`src/rtl/fast_pixel_ingress.sv`:
```
// AXI4-Stream pixel ingress for the FAST window generator.
// Repairs line/frame geometry so each frame yields exactly COL_NUM*ROW_NUM strobes.
module fast_pixel_ingress #(
    parameter int                     COL_NUM     = 640,
    parameter int                     ROW_NUM     = 480,
    parameter int                     PIXEL_WIDTH = 8,
    parameter logic [PIXEL_WIDTH-1:0] PAD_VALUE   = '0
) (
    input  logic                   clk,
    input  logic                   rst_n,
    input  logic [PIXEL_WIDTH-1:0] s_axis_tdata,
    input  logic                   s_axis_tvalid,
    input  logic                   s_axis_tuser,
    input  logic                   s_axis_tlast,
    output logic                   s_axis_tready,
    output logic [PIXEL_WIDTH-1:0] pix_data,
    output logic                   pix_ce,
    output logic                   frame_done,
    output logic                   err_short_line,
    output logic                   err_long_line,
    output logic                   err_early_sof,
    output logic                   busy
);

    localparam int CW = (COL_NUM > 1) ? $clog2(COL_NUM) : 1;
    localparam int RW = (ROW_NUM > 1) ? $clog2(ROW_NUM) : 1;
    localparam logic [CW-1:0] C_LAST = CW'(COL_NUM - 1);
    localparam logic [RW-1:0] R_LAST = RW'(ROW_NUM - 1);

    typedef enum logic [2:0] {
        S_IDLE,
        S_ACTIVE,
        S_PAD_LINE,
        S_DROP_LINE,
        S_PAD_FRAME,
        S_FLUSH_HOLD
    } state_t;

    state_t                 r_state;
    state_t                 w_state_nxt;
    logic [CW-1:0]          r_col;
    logic [RW-1:0]          r_row;
    logic [PIXEL_WIDTH-1:0] r_hold_data;
    logic                   r_hold_vld;
    logic                   r_rdy_en;
    logic [PIXEL_WIDTH-1:0] r_pix_data;
    logic                   r_pix_ce;
    logic                   r_frame_done;
    logic                   r_err_short;
    logic                   r_err_long;
    logic                   r_err_sof;

    logic                   w_ready;
    logic                   w_acc;
    logic                   w_col_last;
    logic                   w_row_last;
    logic                   w_frame_end;
    logic                   w_at_origin;
    logic                   w_emit;
    logic [PIXEL_WIDTH-1:0] w_emit_data;
    logic                   w_hold_load;
    logic                   w_hold_clr;
    logic                   w_err_short;
    logic                   w_err_long;
    logic                   w_err_sof;

    assign w_ready = r_rdy_en &&
                     (r_state == S_IDLE || r_state == S_ACTIVE ||
                      r_state == S_DROP_LINE);
    assign w_acc       = s_axis_tvalid && w_ready;
    assign w_col_last  = (r_col == C_LAST);
    assign w_row_last  = (r_row == R_LAST);
    assign w_frame_end = w_col_last && w_row_last;
    // A dropped line always wraps row, so row 0 here means the frame finished
    assign w_at_origin = (r_col == '0) && (r_row == '0);

    always_comb begin
        w_state_nxt = r_state;
        w_emit      = 1'b0;
        w_emit_data = s_axis_tdata;
        w_hold_load = 1'b0;
        w_hold_clr  = 1'b0;
        w_err_short = 1'b0;
        w_err_long  = 1'b0;
        w_err_sof   = 1'b0;
        unique case (r_state)
            S_IDLE: begin
                if (w_acc && s_axis_tuser) begin
                    w_emit      = 1'b1;
                    w_state_nxt = S_ACTIVE;
                end
            end
            S_ACTIVE: begin
                if (w_acc) begin
                    if (s_axis_tuser) begin
                        w_hold_load = 1'b1;
                        w_err_sof   = 1'b1;
                        w_state_nxt = S_PAD_FRAME;
                    end else if (w_col_last) begin
                        w_emit = 1'b1;
                        if (!s_axis_tlast) begin
                            w_err_long  = 1'b1;
                            w_state_nxt = S_DROP_LINE;
                        end else if (w_row_last) begin
                            w_state_nxt = S_IDLE;
                        end
                    end else if (s_axis_tlast) begin
                        w_emit      = 1'b1;
                        w_err_short = 1'b1;
                        w_state_nxt = S_PAD_LINE;
                    end else begin
                        w_emit = 1'b1;
                    end
                end
            end
            S_PAD_LINE: begin
                w_emit      = 1'b1;
                w_emit_data = PAD_VALUE;
                if (w_col_last) begin
                    w_state_nxt = w_row_last ? S_IDLE : S_ACTIVE;
                end
            end
            S_DROP_LINE: begin
                if (w_acc) begin
                    if (s_axis_tuser) begin
                        if (w_at_origin) begin
                            w_emit      = 1'b1;
                            w_state_nxt = S_ACTIVE;
                        end else begin
                            w_hold_load = 1'b1;
                            w_err_sof   = 1'b1;
                            w_state_nxt = S_PAD_FRAME;
                        end
                    end else if (s_axis_tlast) begin
                        w_state_nxt = w_at_origin ? S_IDLE : S_ACTIVE;
                    end
                end
            end
            S_PAD_FRAME: begin
                w_emit      = 1'b1;
                w_emit_data = PAD_VALUE;
                if (w_frame_end) begin
                    w_state_nxt = S_FLUSH_HOLD;
                end
            end
            S_FLUSH_HOLD: begin
                w_emit      = r_hold_vld;
                w_emit_data = r_hold_data;
                w_hold_clr  = 1'b1;
                w_state_nxt = S_ACTIVE;
            end
            default: begin
                w_state_nxt = S_IDLE;
            end
        endcase
    end

    always_ff @(posedge clk or negedge rst_n) begin
        if (!rst_n) begin
            r_state <= S_IDLE;
            r_rdy_en <= 1'b0;
        end else begin
            r_state <= w_state_nxt;
            r_rdy_en <= 1'b1;
        end
    end

    always_ff @(posedge clk or negedge rst_n) begin
        if (!rst_n) begin
            r_col <= '0;
            r_row <= '0;
        end else if (w_emit) begin
            if (w_col_last) begin
                r_col <= '0;
                r_row <= w_row_last ? '0 : r_row + 1'b1;
            end else begin
                r_col <= r_col + 1'b1;
            end
        end
    end

    always_ff @(posedge clk or negedge rst_n) begin
        if (!rst_n) begin
            r_hold_data <= '0;
            r_hold_vld  <= 1'b0;
        end else if (w_hold_load) begin
            r_hold_data <= s_axis_tdata;
            r_hold_vld  <= 1'b1;
        end else if (w_hold_clr) begin
            r_hold_vld  <= 1'b0;
        end
    end

    always_ff @(posedge clk or negedge rst_n) begin
        if (!rst_n) begin
            r_pix_data   <= '0;
            r_pix_ce     <= 1'b0;
            r_frame_done <= 1'b0;
            r_err_short  <= 1'b0;
            r_err_long   <= 1'b0;
            r_err_sof    <= 1'b0;
        end else begin
            if (w_emit) begin
                r_pix_data <= w_emit_data;
            end
            r_pix_ce     <= w_emit;
            r_frame_done <= w_emit && w_frame_end;
            r_err_short  <= w_err_short;
            r_err_long   <= w_err_long;
            r_err_sof    <= w_err_sof;
        end
    end

    assign s_axis_tready  = w_ready;
    assign pix_data       = r_pix_data;
    assign pix_ce         = r_pix_ce;
    assign frame_done     = r_frame_done;
    assign err_short_line = r_err_short;
    assign err_long_line  = r_err_long;
    assign err_early_sof  = r_err_sof;
    assign busy           = (r_state != S_IDLE);

endmodule

```
`config.mk`:
```
export PLATFORM = sky130hd
export DESIGN_NAME = fast_pixel_ingress
export DESIGN_NICKNAME = d
export VERILOG_FILES = /design/src/rtl/fast_pixel_ingress.sv
export SDC_FILE = /design/constraint.sdc
export NUM_CORES = 1
export LEC_CHECK = 0
export ABC_AREA = 1
export CORE_UTILIZATION = 60
export CTS_CLUSTER_SIZE = 30
export DETAILED_ROUTE_END_ITERATION = 12
export GPL_ROUTABILITY_DRIVEN = 0
export PLACE_DENSITY = 0.93
export SLEW_MARGIN = 20
export SYNTH_ARGS = -nofsm -noshare
export SYNTH_HDL_FRONTEND = slang
export SYNTH_SLANG_ARGS = --single-unit
```
`constraint.sdc`:
```
create_clock -name clk -period 3.1 [get_ports clk]
set_clock_uncertainty 0.05 [all_clocks]
set_input_delay 0.465 -clock clk [delete_from_list [all_inputs] [get_ports clk]]
set_output_delay 0.465 -clock clk [all_outputs]
set_load 0.005 [all_outputs]
```
### Gate families picked out, run 1

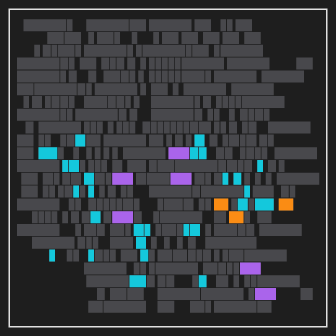
[orange] xor and xnor cells | cells: 3
[cyan] nor cells | cells: 27
[purple] fa/ha/maj cells | cells: 6

### Port wiring, run 1

Bar = 20 um.
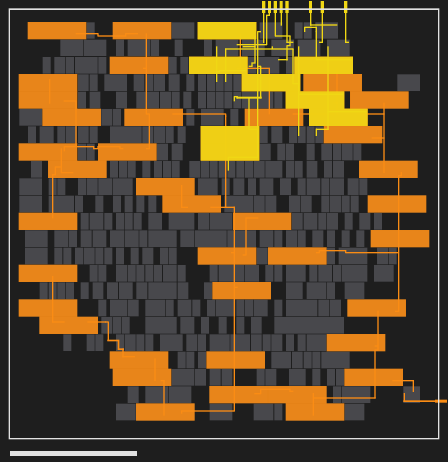
[yellow] `pix_data` | bits: 8 | direction: output | edge: top | end cells: 8 | buffers: 8 | wire: 192 um
[orange] `rst_n` | bits: 1 | direction: input | edge: right | end cells: 45 | buffers: 1 | wire: 310 um

==> results.json, run 1 <==
{
  "boundaryPins": 28,
  "path_cells": "nor4_1 > nand4_1 > nor3_1 > ha_1 > nand2_1 > nand3_1 > nand2_2 > nand2_4 > nand2_4 > nand2_1 > o21ai_2",
  "place_ws_ns": 0.757,
  "startpoint_type": "flop",
  "cts.repair.resized": 0,
  "status": "finished, final reports clean",
  "timing.hold.ws_ns": 0.102,
  "drcViolationCount": 0,
  "gr-usage-met3": 0.0625,
  "end_kind": "flop",
  "clock_path_buffers": 2,
  "portBuffers": 27,
  "power_leakage_nw": 1.40,
  "routed_wl_um": 5490,
  "async_reset_ff_frac": 1.00,
  "clock_area_frac": 0.0380,
  "ys_cells": 327,
  "ff_count": 45,
  "pg_clk_mw": 0.443,
  "flop_area_sq_um": 1130,
  "ir_drop_mv": 0.303,
  "grt.overflow.total": 0,
  "p_comb_mw": 0.0332,
  "ys_area_sq_um": 2550,
  "p_seq_mw": 0.587,
  "coreArea_sq_um": 4030,
  "cts_htree_levels": 2,
  "avgSynthCellArea_sq_um": 7.79,
  "final_cells": 407,
  "power-top-group": "registers",
  "rows": 23,
  "gr-max-usage-layer": "met2",
  "area_leaders": "dfrtp_1 44%, nand2_1 16%, o21ai_0 5.9%",
  "setup_tns_ns": 0,
  "grt_pass1_vias": 2265,
  "via_per_inst": 5.52,
  "slew-limit-headroom": 0.626,
  "hold_path.class": "input port to async pin",
  "setup_ws_ns": 0.729,
  "dp_cells": 399,
  "r2r_cells": 11,
  "cp_data_required_time_ns": 3.23,
  "reg_top3": "r_col (10), r_row (9)",
  "hpwlAfterDp_um": 3910,
  "r2r_setup_slack_ns": 0.73,
  "top_cell_area_share": 0.442,
  "warnings": 29,
  "vias": 2245,
  "first_pass_iters": 4,
  "synth-simple-area-share": 0.326,
  "synthDistinctLibCells": 31,
  "cp.depth": 11,
  "crit_fanout": 21,
  "tightest_slew_ns": 0.561,
  "critical_path_class": "flop to flop",
  "nets": 375,
  "edf_count": 0,
  "topRoutingLayerUsed": "met4",
  "cp_data_arrival_time_ns": 2.50,
  "seq_area_frac": 0.384,
  "yosys_warnings": 0,
  "final_area_sq_um": 2930
}
### Track usage over the die, run 1

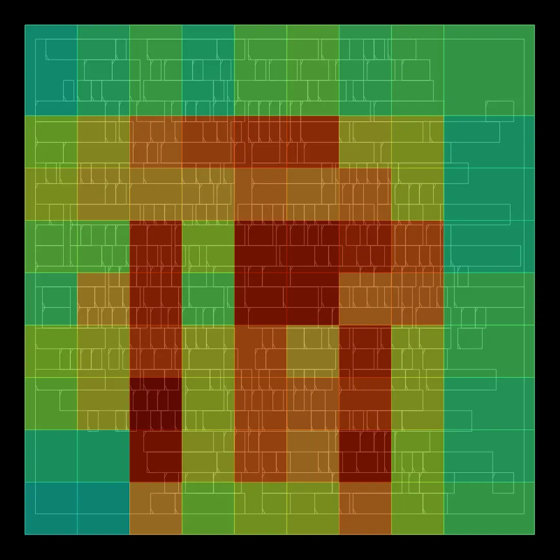
GRT Total Usage: 0.280
WL per Instance: 13.5 um
Final Util: 0.727
GRT met2 Usage: 0.463
met1 usage: 0.347

==> inputs of run 2 (changes only) <==
--- a/config.mk
+++ b/config.mk
@@ -6,11 +6,11 @@
 export NUM_CORES = 1
 export LEC_CHECK = 0
 export ABC_AREA = 1
-export CORE_UTILIZATION = 60
+export CORE_UTILIZATION = 56
 export CTS_CLUSTER_SIZE = 30
 export DETAILED_ROUTE_END_ITERATION = 12
 export GPL_ROUTABILITY_DRIVEN = 0
-export PLACE_DENSITY = 0.93
+export PLACE_DENSITY = 0.88
 export SLEW_MARGIN = 20
 export SYNTH_ARGS = -nofsm -noshare
 export SYNTH_HDL_FRONTEND = slang
==> constraint.sdc (replaced) <==
create_clock -name clk -period 2.3 [get_ports clk]
set_clock_uncertainty 0.05 [all_clocks]
set_input_delay 0.345 -clock clk [delete_from_list [all_inputs] [get_ports clk]]
set_output_delay 0.345 -clock clk [all_outputs]
set_load 0.005 [all_outputs]
### Gate families picked out, run 2

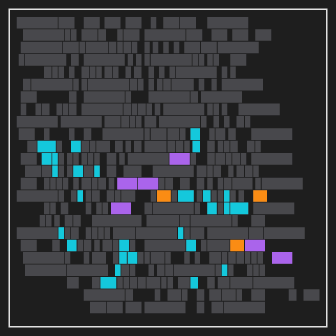
[purple] fa/ha/maj cells | cells: 6
[cyan] nor cells | cells: 27
[orange] xor and xnor cells | cells: 3

### Track usage over the die, run 2

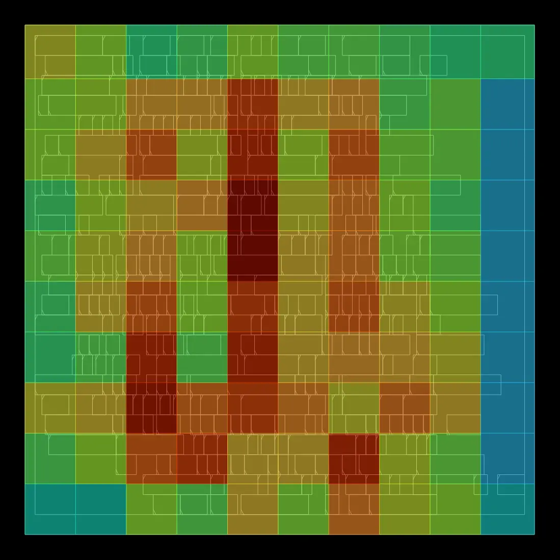
GRT met2 Usage: 0.379
M3 GR Usage: 0.0480
GRT Max-Usage Layer: met2

### Where the registers sit, run 2

Bar = 20 um. Other sequential cells in the stronger gray, the rest of the logic in the fainter gray.
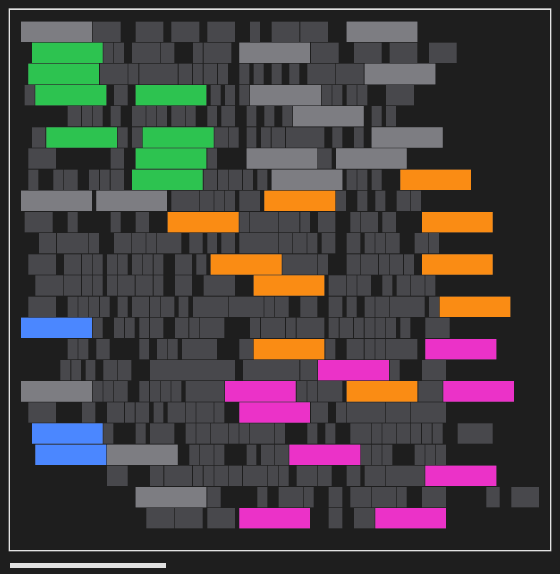
[orange] `r_col` | flops: 10
[magenta] `r_row` | flops: 9
[green] `r_hold_data` | flops: 8 | where: upper left
[blue] `r_state` | flops: 3
not colored: 15

==> results.json, run 2 <==
{
  "clock_path_buffers": 2,
  "startpoint_type": "flop",
  "ys_top_cells_by_count": "106 x nand2_1, 45 x dfrtp_1, 39 x inv_1",
  "taps": 52,
  "r2r_setup_slack_ns": 0.20,
  "post_cts_buffers": 0,
  "ir_drop_mv": 0.457,
  "routed_wl_um": 5330,
  "setup_viol_count_final": 0,
  "power_leakage_nw": 1.43,
  "ys_top_logic_family": "simple AND/OR/NAND/NOR gates",
  "cp.depth": 11,
  "r2r_cells": 11,
  "synth_top_cell_by_area": "dfrtp_1",
  "hold_path.class": "flop to flop",
  "final_cells": 414,
  "num-nonclk-inverters": 44,
  "timing.hold.ws_ns": 0.428,
  "edf_count": 0,
  "largest_reg_flops": 10,
  "synthAoiAreaFrac": 0.103,
  "cts_tree": "done",
  "async_reset_ff_frac": 1.00,
  "buffers": 32,
  "syn_to_final_growth_pct": 17.3,
  "xor_area_frac": 0.0103,
  "synth-simple-area-share": 0.326,
  "p_seq_frac": 0.546,
  "via_per_inst": 5.45,
  "boundaryPins": 28,
  "drcViolationCount": 0,
  "ys_cells": 327,
  "antenna_cells": 0,
  "adder_share": 0.0295,
  "numCtsBuffers": 5,
  "ys.flops": 45,
  "antenna_found_initial": 0,
  "ant_nets": 0,
  "final_common_cell": "nand2_1",
  "comb_cells": 233,
  "synth_seq_share": 0.442,
  "swShare": 0.196,
  "yosys_warnings": 0,
  "fp_util": 0.585,
  "crit_fanout": 18,
  "reg_top3": "r_col (10), r_row (9)",
  "hold_end": "pix_data[1]",
  "comb_area_sq_um": 1210,
  "rows": 24,
  "crit_start": "r_col[6]",
  "coreArea_sq_um": 4350,
  "grt_usage": 0.244,
  "grt_pass1_vias": 2135,
  "slew_viol_final": 0,
  "cp_common_cell": "nand2_1",
  "dominant_cells": "combinational gates",
  "ff_count": 45,
  "power_density_nw_per_um2": 485,
  "clkPwrFrac": 0.422,
  "die_height_um": 69.4,
  "clock.fmax_ghz": 0.477,
  "cts.sinks": 45,
  "topRoutingLayerUsed": "met4",
  "reg2reg_from": "r_col[6]",
  "endpoint": "r_col[9]",
  "path_buffers": 1,
  "power-top-group": "registers",
  "cts.repair.resized": 0,
  "vias": 2257,
  "clock_area_frac": 0.0389,
  "post-route-period-util": 0.911,
  "pg_clk_mw": 0.611,
  "cts_hold_buf": 1,
  "ys_sh_mux": 0,
  "layout_min_cycle_time_ns": 2.10,
  "area_leaders": "dfrtp_1 44%, nand2_1 16%, o21ai_0 5.9%",
  "grt.overflow.total": 0,
  "top_cell_area_share": 0.442,
  "layout_top_cells": "106 x nand2_1, 45 x dfrtp_1, 39 x inv_1",
  "fin_util": 0.686,
  "status": "finished, final reports clean",
  "clk_pin_slew_ns": 0.08,
  "cpMaxStageDelayCell": "dfrtp_1",
  "crit_family": "simple AND/OR/NAND/NOR gates",
  "max_flop_register": "r_col",
  "cts_htree_levels": 2,
  "final_area_sq_um": 2990,
  "nets": 380,
  "p_comb_mw": 0.0470,
  "critical_path_class": "flop to flop",
  "hp-start": "pix_data[1]",
  "comb_power_share": 0.032,
  "wl_met3_um": 238,
  "regToRegEndpoint": "r_col[9]",
  "dp_cells": 405,
  "setup_ws_ns": 0.204,
  "end_kind": "flop",
  "cp_data_required_time_ns": 2.42,
  "ys_area_sq_um": 2550,
  "first_pass_iters": 5,
  "clock_latency_ns": 0.30,
  "setup_tns_ns": 0,
  "cp_data_arrival_time_ns": 2.22,
  "flop_area_sq_um": 1130,
  "comb_share": 0.405,
  "path_cells": "nor4_1 > nand4_1 > nor3_2 > ha_1 > nand2_1 > nand3_1 > nand2_2 > nand2_4 > inv_2 > nand2_1 > o21ai_0",
  "p_seq_mw": 0.791,
  "drt-initial-drc-count": 204,
  "met1_usage": 0.337,
  "syn_inst": 327,
  "seq_area_frac": 0.377,
  "portBuffers": 27,
  "wire_per_inst_um": 12.9,
  "p_total_mw": 1.45,
  "drt-met1-wl_um": 2440,
  "hpwlAfterDp_um": 3860,
  "grt_pass1_wl_um": 9410,
  "p_int_mw": 1.17,
  "synthDistinctLibCells": 31,
  "hold-path-cell-count": 2,
  "warnings": 29,
  "place_ws_ns": 0.105,
  "switchingPower_mw": 0.284,
  "cts-root-buf": "clkbuf_8",
  "most_common_cell": "nand2_1",
  "avgSynthCellArea_sq_um": 7.79,
  "syn_area_sq_um": 2550,
  "cp_slowest_stage_delay_ns": 0.43
}
Power figures rest on the tool's default switching activity, not on a simulated workload.
